===== config.mk =====
export PLATFORM = sky130hd
export DESIGN_NAME = fetch_sequencer_flat
export DESIGN_NICKNAME = d
export VERILOG_FILES = /design/src/rtl/fetch_pkg.sv /design/src/rtl/fetch_sequencer_if.sv /design/src/rtl/fetch_counter.sv /design/src/rtl/fetch_sequencer.sv /design/src/flat_wrapper.sv
export SDC_FILE = /design/constraint.sdc
export NUM_CORES = 1
export LEC_CHECK = 0
export CORE_ASPECT_RATIO = 0.5
export CORE_UTILIZATION = 40
export CTS_BUF_LIST = sky130_fd_sc_hd__clkbuf_4
export DETAILED_ROUTE_END_ITERATION = 12
export GPL_TIMING_DRIVEN = 0
export PLACE_DENSITY = 0.78
export REMOVE_ABC_BUFFERS = 1
export SYNTH_ARGS = -nofsm -noshare
export SYNTH_HDL_FRONTEND = slang
export SYNTH_HIERARCHICAL = 1
export SYNTH_SLANG_ARGS = --single-unit

===== constraint.sdc =====
create_clock -name clk -period 2.1 [get_ports clk]
set_clock_uncertainty 0.1 [all_clocks]
set_input_delay 0.21 -clock clk [delete_from_list [all_inputs] [get_ports clk]]
set_output_delay 0.21 -clock clk [all_outputs]
set_load 0.05 [all_outputs]

===== src/rtl/fetch_pkg.sv =====
// Shared types and defaults for the instruction-fetch sequencer.
package fetch_pkg;

  localparam int unsigned DefaultAddrW = 5;
  localparam int unsigned DefaultDataW = 32;
  localparam logic [31:0] DefaultHaltWord = 32'hFFFF_FFFF;

  typedef enum logic [1:0] {
    StIdle,
    StFetch,
    StHalt
  } fetch_state_e;

endpackage


===== src/rtl/fetch_sequencer_if.sv =====
// ROM, output-stage and redirect signals between the fetch sequencer and its neighbours.
interface fetch_sequencer_if
  import fetch_pkg::*;
#(
  parameter int unsigned ADDR_W = DefaultAddrW,
  parameter int unsigned DATA_W = DefaultDataW
);

  logic [ADDR_W-1:0] rom_addr;
  logic [DATA_W-1:0] rom_instr;
  logic              out_valid;
  logic [DATA_W-1:0] out_instr;
  logic [ADDR_W-1:0] out_pc;
  logic              out_ready;
  logic              redir_valid;
  logic [ADDR_W-1:0] redir_pc;

  modport master (
    output rom_addr,
    input  rom_instr,
    output out_valid,
    output out_instr,
    output out_pc,
    input  out_ready,
    input  redir_valid,
    input  redir_pc
  );

  modport slave (
    input  rom_addr,
    output rom_instr,
    input  out_valid,
    input  out_instr,
    input  out_pc,
    output out_ready,
    output redir_valid,
    output redir_pc
  );

endinterface


===== src/rtl/fetch_counter.sv =====
// Saturating 16-bit counter of completed output handshakes.
module fetch_counter (
  input  logic        clk,
  input  logic        rst_n,
  input  logic        clr,
  input  logic        inc,
  output logic [15:0] cnt
);

  logic [15:0] cnt_q, cnt_d;

  always_comb begin
    cnt_d = cnt_q;
    if (clr) begin
      cnt_d = '0;
    end else if (inc && (cnt_q != 16'hFFFF)) begin
      cnt_d = cnt_q + 16'd1;
    end
  end

  always_ff @(posedge clk or negedge rst_n) begin
    if (!rst_n) begin
      cnt_q <= '0;
    end else begin
      cnt_q <= cnt_d;
    end
  end

  assign cnt = cnt_q;

endmodule


===== src/rtl/fetch_sequencer.sv =====
// Instruction-fetch controller: owns the PC, registers fetched words into a valid/ready stage.
// Optional handshake counter output fetch_cnt is built when FETCH_CNT_EN is defined.
module fetch_sequencer
  import fetch_pkg::*;
#(
  parameter int unsigned       ADDR_W    = DefaultAddrW,
  parameter int unsigned       DATA_W    = DefaultDataW,
  parameter int unsigned       RESET_PC  = 0,
  parameter logic [DATA_W-1:0] HALT_WORD = DATA_W'(DefaultHaltWord)
) (
  input  logic              clk,
  input  logic              rst_n,
  input  logic              start,
  fetch_sequencer_if.master bus,
  output logic              busy,
  output logic              halted
`ifdef FETCH_CNT_EN
  ,
  output logic [15:0]       fetch_cnt
`endif
);

  localparam logic [ADDR_W-1:0] ResetPc = ADDR_W'(RESET_PC);

  fetch_state_e      state_q, state_d;
  logic [ADDR_W-1:0] pc_q, pc_d;
  logic [ADDR_W-1:0] out_pc_q, out_pc_d;
  logic [DATA_W-1:0] out_instr_q, out_instr_d;
  logic              out_valid_q, out_valid_d;
  logic              load;

  // The output stage may take a new word when empty or when its current word leaves.
  assign load = (state_q == StFetch) && (!out_valid_q || bus.out_ready);

  always_comb begin
    state_d     = state_q;
    pc_d        = pc_q;
    out_pc_d    = out_pc_q;
    out_instr_d = out_instr_q;
    out_valid_d = out_valid_q;
    unique case (state_q)
      StIdle: begin
        if (start) begin
          state_d = StFetch;
          pc_d    = ResetPc;
        end
      end
      StFetch: begin
        if (bus.redir_valid) begin
          pc_d        = bus.redir_pc;
          out_valid_d = 1'b0;
        end else if (load) begin
          if (bus.rom_instr == HALT_WORD) begin
            out_valid_d = 1'b0;
            state_d     = StHalt;
          end else begin
            out_instr_d = bus.rom_instr;
            out_pc_d    = pc_q;
            out_valid_d = 1'b1;
            pc_d        = pc_q + ADDR_W'(1);
          end
        end
      end
      StHalt: begin
        if (start) begin
          state_d     = StFetch;
          pc_d        = ResetPc;
          out_valid_d = 1'b0;
        end else if (bus.redir_valid) begin
          state_d = StFetch;
          pc_d    = bus.redir_pc;
        end
      end
      default: state_d = StIdle;
    endcase
  end

  always_ff @(posedge clk or negedge rst_n) begin
    if (!rst_n) begin
      state_q     <= StIdle;
      pc_q        <= ResetPc;
      out_pc_q    <= '0;
      out_instr_q <= '0;
      out_valid_q <= 1'b0;
    end else begin
      state_q     <= state_d;
      pc_q        <= pc_d;
      out_pc_q    <= out_pc_d;
      out_instr_q <= out_instr_d;
      out_valid_q <= out_valid_d;
    end
  end

  assign bus.rom_addr  = pc_q;
  assign bus.out_valid = out_valid_q;
  assign bus.out_instr = out_instr_q;
  assign bus.out_pc    = out_pc_q;
  assign busy          = (state_q == StFetch);
  assign halted        = (state_q == StHalt);

`ifdef FETCH_CNT_EN
  logic hs, start_ok;

  assign hs       = out_valid_q && bus.out_ready;
  assign start_ok = start && (state_q != StFetch);

  fetch_counter u_fetch_counter (
    .clk   (clk),
    .rst_n (rst_n),
    .clr   (start_ok),
    .inc   (hs),
    .cnt   (fetch_cnt)
  );
`endif

endmodule


===== src/flat_wrapper.sv =====
// flat-port wrapper written by rule: the top's interface ports become plain ports
module fetch_sequencer_flat import fetch_pkg::*;
#(
  parameter int unsigned       ADDR_W    = DefaultAddrW,
  parameter int unsigned       DATA_W    = DefaultDataW,
  parameter int unsigned       RESET_PC  = 0,
  parameter logic [DATA_W-1:0] HALT_WORD = DATA_W'(DefaultHaltWord)
)
  (clk, rst_n, start, busy, halted, bus_rom_addr, bus_rom_instr, bus_out_valid, bus_out_instr, bus_out_pc, bus_out_ready, bus_redir_valid, bus_redir_pc);
  fetch_sequencer_if #(.ADDR_W(ADDR_W), .DATA_W(DATA_W)) bus_i ();
  input  logic clk;
  input  logic rst_n;
  input  logic start;
  output logic busy;
  output logic halted;
  output wire logic [$bits(bus_i.rom_addr)-1:0] bus_rom_addr;
  input wire logic [$bits(bus_i.rom_instr)-1:0] bus_rom_instr;
  output wire logic [$bits(bus_i.out_valid)-1:0] bus_out_valid;
  output wire logic [$bits(bus_i.out_instr)-1:0] bus_out_instr;
  output wire logic [$bits(bus_i.out_pc)-1:0] bus_out_pc;
  input wire logic [$bits(bus_i.out_ready)-1:0] bus_out_ready;
  input wire logic [$bits(bus_i.redir_valid)-1:0] bus_redir_valid;
  input wire logic [$bits(bus_i.redir_pc)-1:0] bus_redir_pc;
  assign bus_rom_addr = bus_i.rom_addr;
  assign bus_i.rom_instr = bus_rom_instr;
  assign bus_out_valid = bus_i.out_valid;
  assign bus_out_instr = bus_i.out_instr;
  assign bus_out_pc = bus_i.out_pc;
  assign bus_i.out_ready = bus_out_ready;
  assign bus_i.redir_valid = bus_redir_valid;
  assign bus_i.redir_pc = bus_redir_pc;
  fetch_sequencer #(.ADDR_W(ADDR_W), .DATA_W(DATA_W), .RESET_PC(RESET_PC), .HALT_WORD(HALT_WORD)) u_core (.clk(clk), .rst_n(rst_n), .start(start), .bus(bus_i), .busy(busy), .halted(halted));
endmodule

==> images/layer_met1.png <==
Bar = 20 um. Supply wires on this layer in gray.
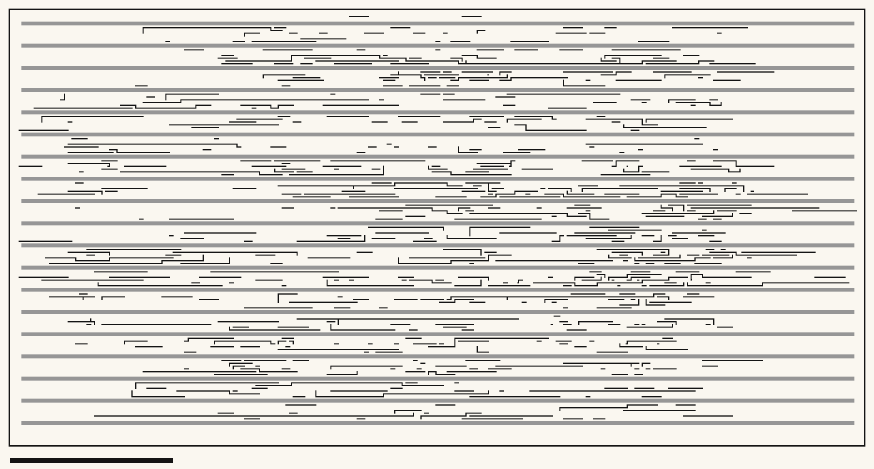
wire length on this layer: 2440 um
main direction: horizontal
nets with wire on the layer: 268

==> images/layer_met2.png <==
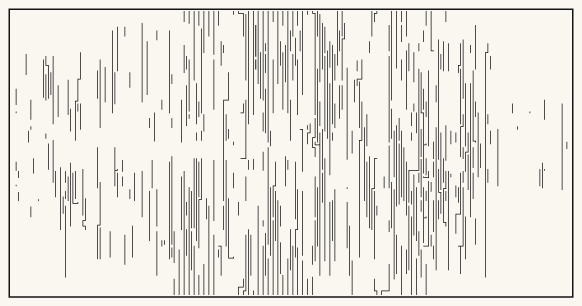
main direction: vertical
longest straight run: 41.8 um
wire length on this layer: 2780 um
routed via count: 1603
WL final: 5420 um
met2 demand-to-capacity share in global routing: 34.1%

==> images/layer_met3.png <==
Bar = 20 um. Cells faint in the background.
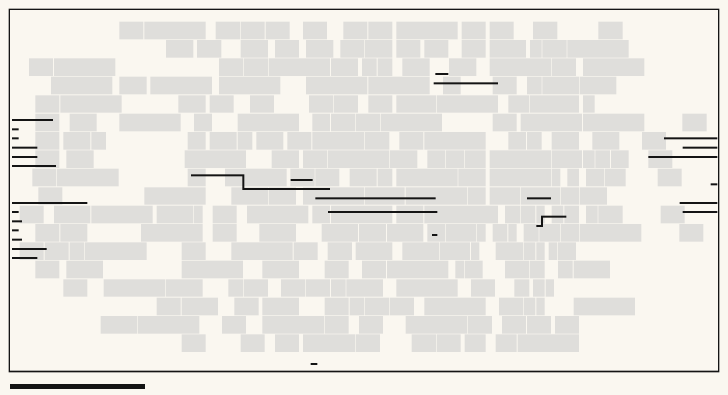
longest straight run: 17.5 um
share of all routed wire: 2.9%
nets with wire on the layer: 24
GR Util met3: 3.94%

==> results.txt <==
fresh numbers from the pnr run: Power, Total 0.00289 W, Final Hold Fails 0, warning total across the stage logs 28, via count of the first global-routing pass 1635, post-synthesis async set-or-reset flop share 100%, ratio of cells with drive above 1 in the final layout 28.5%, area inside the core boundary 5000 um^2, antenna fix cells 0, number of antenna-violating nets in the routed design 0, synthesis-to-layout area growth 56.3%, row cnt 18, number of enable flip-flop cells 0, clock buffer count from CTS 5, top achievable clock speed 485 MHz, critical-path maximum fanout 5, part of the power in the clock network 18.8%, Final HPWL DP 3660 um, seq pwr 0.00110 W, final count of pins violating max slew 0, most frequently used flop master after synthesis dfrtp_1, area fraction in and, or, nand and nor cells after synthesis 8.84%, Hold Crit Class primary input to asynchronous set/reset pin, switching share of power 38.2%, flop-to-flop setup slack 0.04 ns, status finished, final reports clean, MUX area fraction 26.3%, path type of the worst setup path register to register, comb pwr 0.00124 W, Max transition margin 65.3%, die outline width 105 um, VDD IR-drop max 420 uV, worst slack on hold paths 0.111 ns, last weighted congestion value of the routability-driven placer 0.728, final layout net count 299, Min Clock Period, post-route 2.06 ns, static power due to leakage 1.40 nW, number of distinct library cell variants in the gate-level netlist after synthesis 29, clock latency of the later-clocked register in the worst-skew pair 0.35 ns, combinational fraction of design power 43.0%, pin slew with the least headroom to its limit 0.519 ns, floorplan core density 42.2%, CP Data Arrival Time 2.24 ns, maximum clock insertion buffer count 2, number of placed I/O pins 87, mapped cell area 2110 um^2, routed wirelength normalized by instance count 16.8 um, floorplan die area 5580 um^2, residual overflow from global routing 0, final number of setup-violating endpoints 0, area fraction in compound gates 5.10%, TritonCTS clock tree yes, number of antenna violations at the first check in global routing 0, cell internal power dissipation 0.00178 W, clock network power 0.000542 W, synthesis warning total 6, H-tree depth 2, number of instances in the synthesized netlist 150, largest combinational cell category by area multiplexers, Pre-Repair DR Iteration Count 4, CP endpoint kind register, Final Instance Area 3300 um^2, via count normalized by instance count 4.96, clock-pin transition on the worst setup and hold timing paths 0.14 ns, yosys cell count 150, maximum number of pins on one net before global-route repair 40, total track usage 19.2%, number of violations of the max-capacitance limit 0, Die Ht 53.3 um, DRC violation count after routing 0, wire length of the first global-routing pass 8040 um, IO buf count 86, Switching Power 0.00110 W, Pwr top combinational cells, crit start category register, Filler cells 373, average footprint of a synthesized cell 14.1 um^2, DRT iter0 DRCs 26, post-synthesis share of cell area spent on xor and xnor gates 0.831%, FA/HA/MAJ Cells, Area Fraction 2.97%, final cycle utilization of the critical path 98.3%, chip area estimate from yosys synthesis 2110 um^2, endpoint required time on the critical path 2.28 ns, post-synthesis sequential area ratio 53.4%, power per cell area 876 nW/um^2, register bit total from synthesis 45, root cell of the clock tree clkbuf_4, Clock Sinks 45, placed instance area 3070 um^2, sequential share of power 38.2%
==> area by class of cell <==
class                   count  area [um^2]  area share [%]
clock inverters             2         33.8            1.03
well taps                  70         87.6            2.66
multi-input cells          98         1000            30.3
flip-flops and latches     45         1130            34.2
clock buffers               6         45.0            1.37
repair buffers             98          988            30.0
inverters                   4         15.0           0.456
==> flip-flops by register name, summed over array words and instances (netlist names) <==
| register | flops |
|---|---|
| u_core/state_q | 2 |
| u_core/bus.out_valid | 1 |
| u_core/bus.out_pc | 5 |
| u_core/bus.out_instr | 32 |
| u_core/bus.rom_addr | 5 |
==> worst max-delay path, stage by stage (launching register included) <==
cell      delay, ns
dfrtp_1        0.40
inv_1          0.09
ha_1           0.26
nand2b_1       0.09
a21oi_1        0.13
or3b_2         0.49
o22ai_1        0.19
mux2i_1        0.24
==> worst paths after layout <==
| check | endpoint | cells after the start | start |
|---|---|---|---|
| hold / removal | u_core/bus.rom_addr[3] | 2 | rst_n |
| hold reg to reg | u_core/bus.out_instr[15] | 1 | u_core/bus.out_instr[15] |
| max in group asynchronous | u_core/bus.out_instr[14] | 3 | rst_n |
| min in group clk | u_core/bus.out_instr[14] | 2 | bus_rom_instr[14] |
| setup / recovery | u_core/state_q[0] | 7 | u_core/state_q[0] |
| setup reg to reg | u_core/state_q[0] | 7 | u_core/state_q[0] |
==> cell usage after synthesis (2+ instances only) <==
cell	number	area share (%)
nand4_1	8	2.4
dfrtp_1	45	53
mux2_2	23	12
a22oi_1	3	1.1
nor2b_1	4	1.2
mux2_4	19	14
ha_1	5	3.0
buf_6	3	1.6
nand3_1	2	0.47
inv_1	4	0.71
nand2b_1	4	1.2
o22ai_1	2	0.59
o21ai_0	2	0.47
nor4_2	2	1.2
nor2_1	3	0.53
a21oi_1	4	0.95
nand2_1	5	0.89
==> placed cells by master, fill, tap and decap left out, drive strengths merged, types with 2 or more instances in the layout <==
cell	count
clkdlybuf4s50	83
dfrtp	45
mux2	42
buf	11
nand4	8
clkbuf	7
ha	5
a21oi	5
nand2	5
nand2b	4
nor2b	4
inv	4
nor2	3
a22oi	3
o21ai	3
nor4	2
o22ai	2
nand3	2
==> repair_timing <==
action / in CTS / in global routing
pin swaps: 1 / 1
buffers inserted: 2 / 5
gates resized: 10 / 5
gates cloned: 1 / 2
hold buffers: 1 / 0
endpoints found under the setup margin: 40 / 44
endpoints found under the hold margin: 45 / 0
==> logic make-up after synthesis <==
family	after synthesis
mux	43
buf+inv	8
fa+ha+maj	5
simple gates	31
flops	45
xor+xnor	2
compound gates	16
==> through the flow <==
| stage | setup WS, ns | TNS, ns | utilization [%] | instances |
|---|---|---|---|---|
| finish | 0.0361 | 0 | 65.9 | 323 |
| floorplan | -2.33 | -86.53 | - | 146 |
| global placement | -2.81 | -126.55 | 60.4 | 302 |
| CTS | 0.00447 | 0 | 64.5 | 316 |
| detailed placement | -0.536 | -17.19 | 61.4 | 304 |
| global route | -0.0647 | -0.159 | 65.9 | 323 |
==> layer usage <==
layer	part of all wire [%]	vias up	track usage (%)
met2	51	34	34.1
met4	0.94	0	6.10
li1	-	759	-
met5	0	-	0
met3	2.9	5	3.94
met1	45	805	23.9
Power and IR drop assume default switching activity.
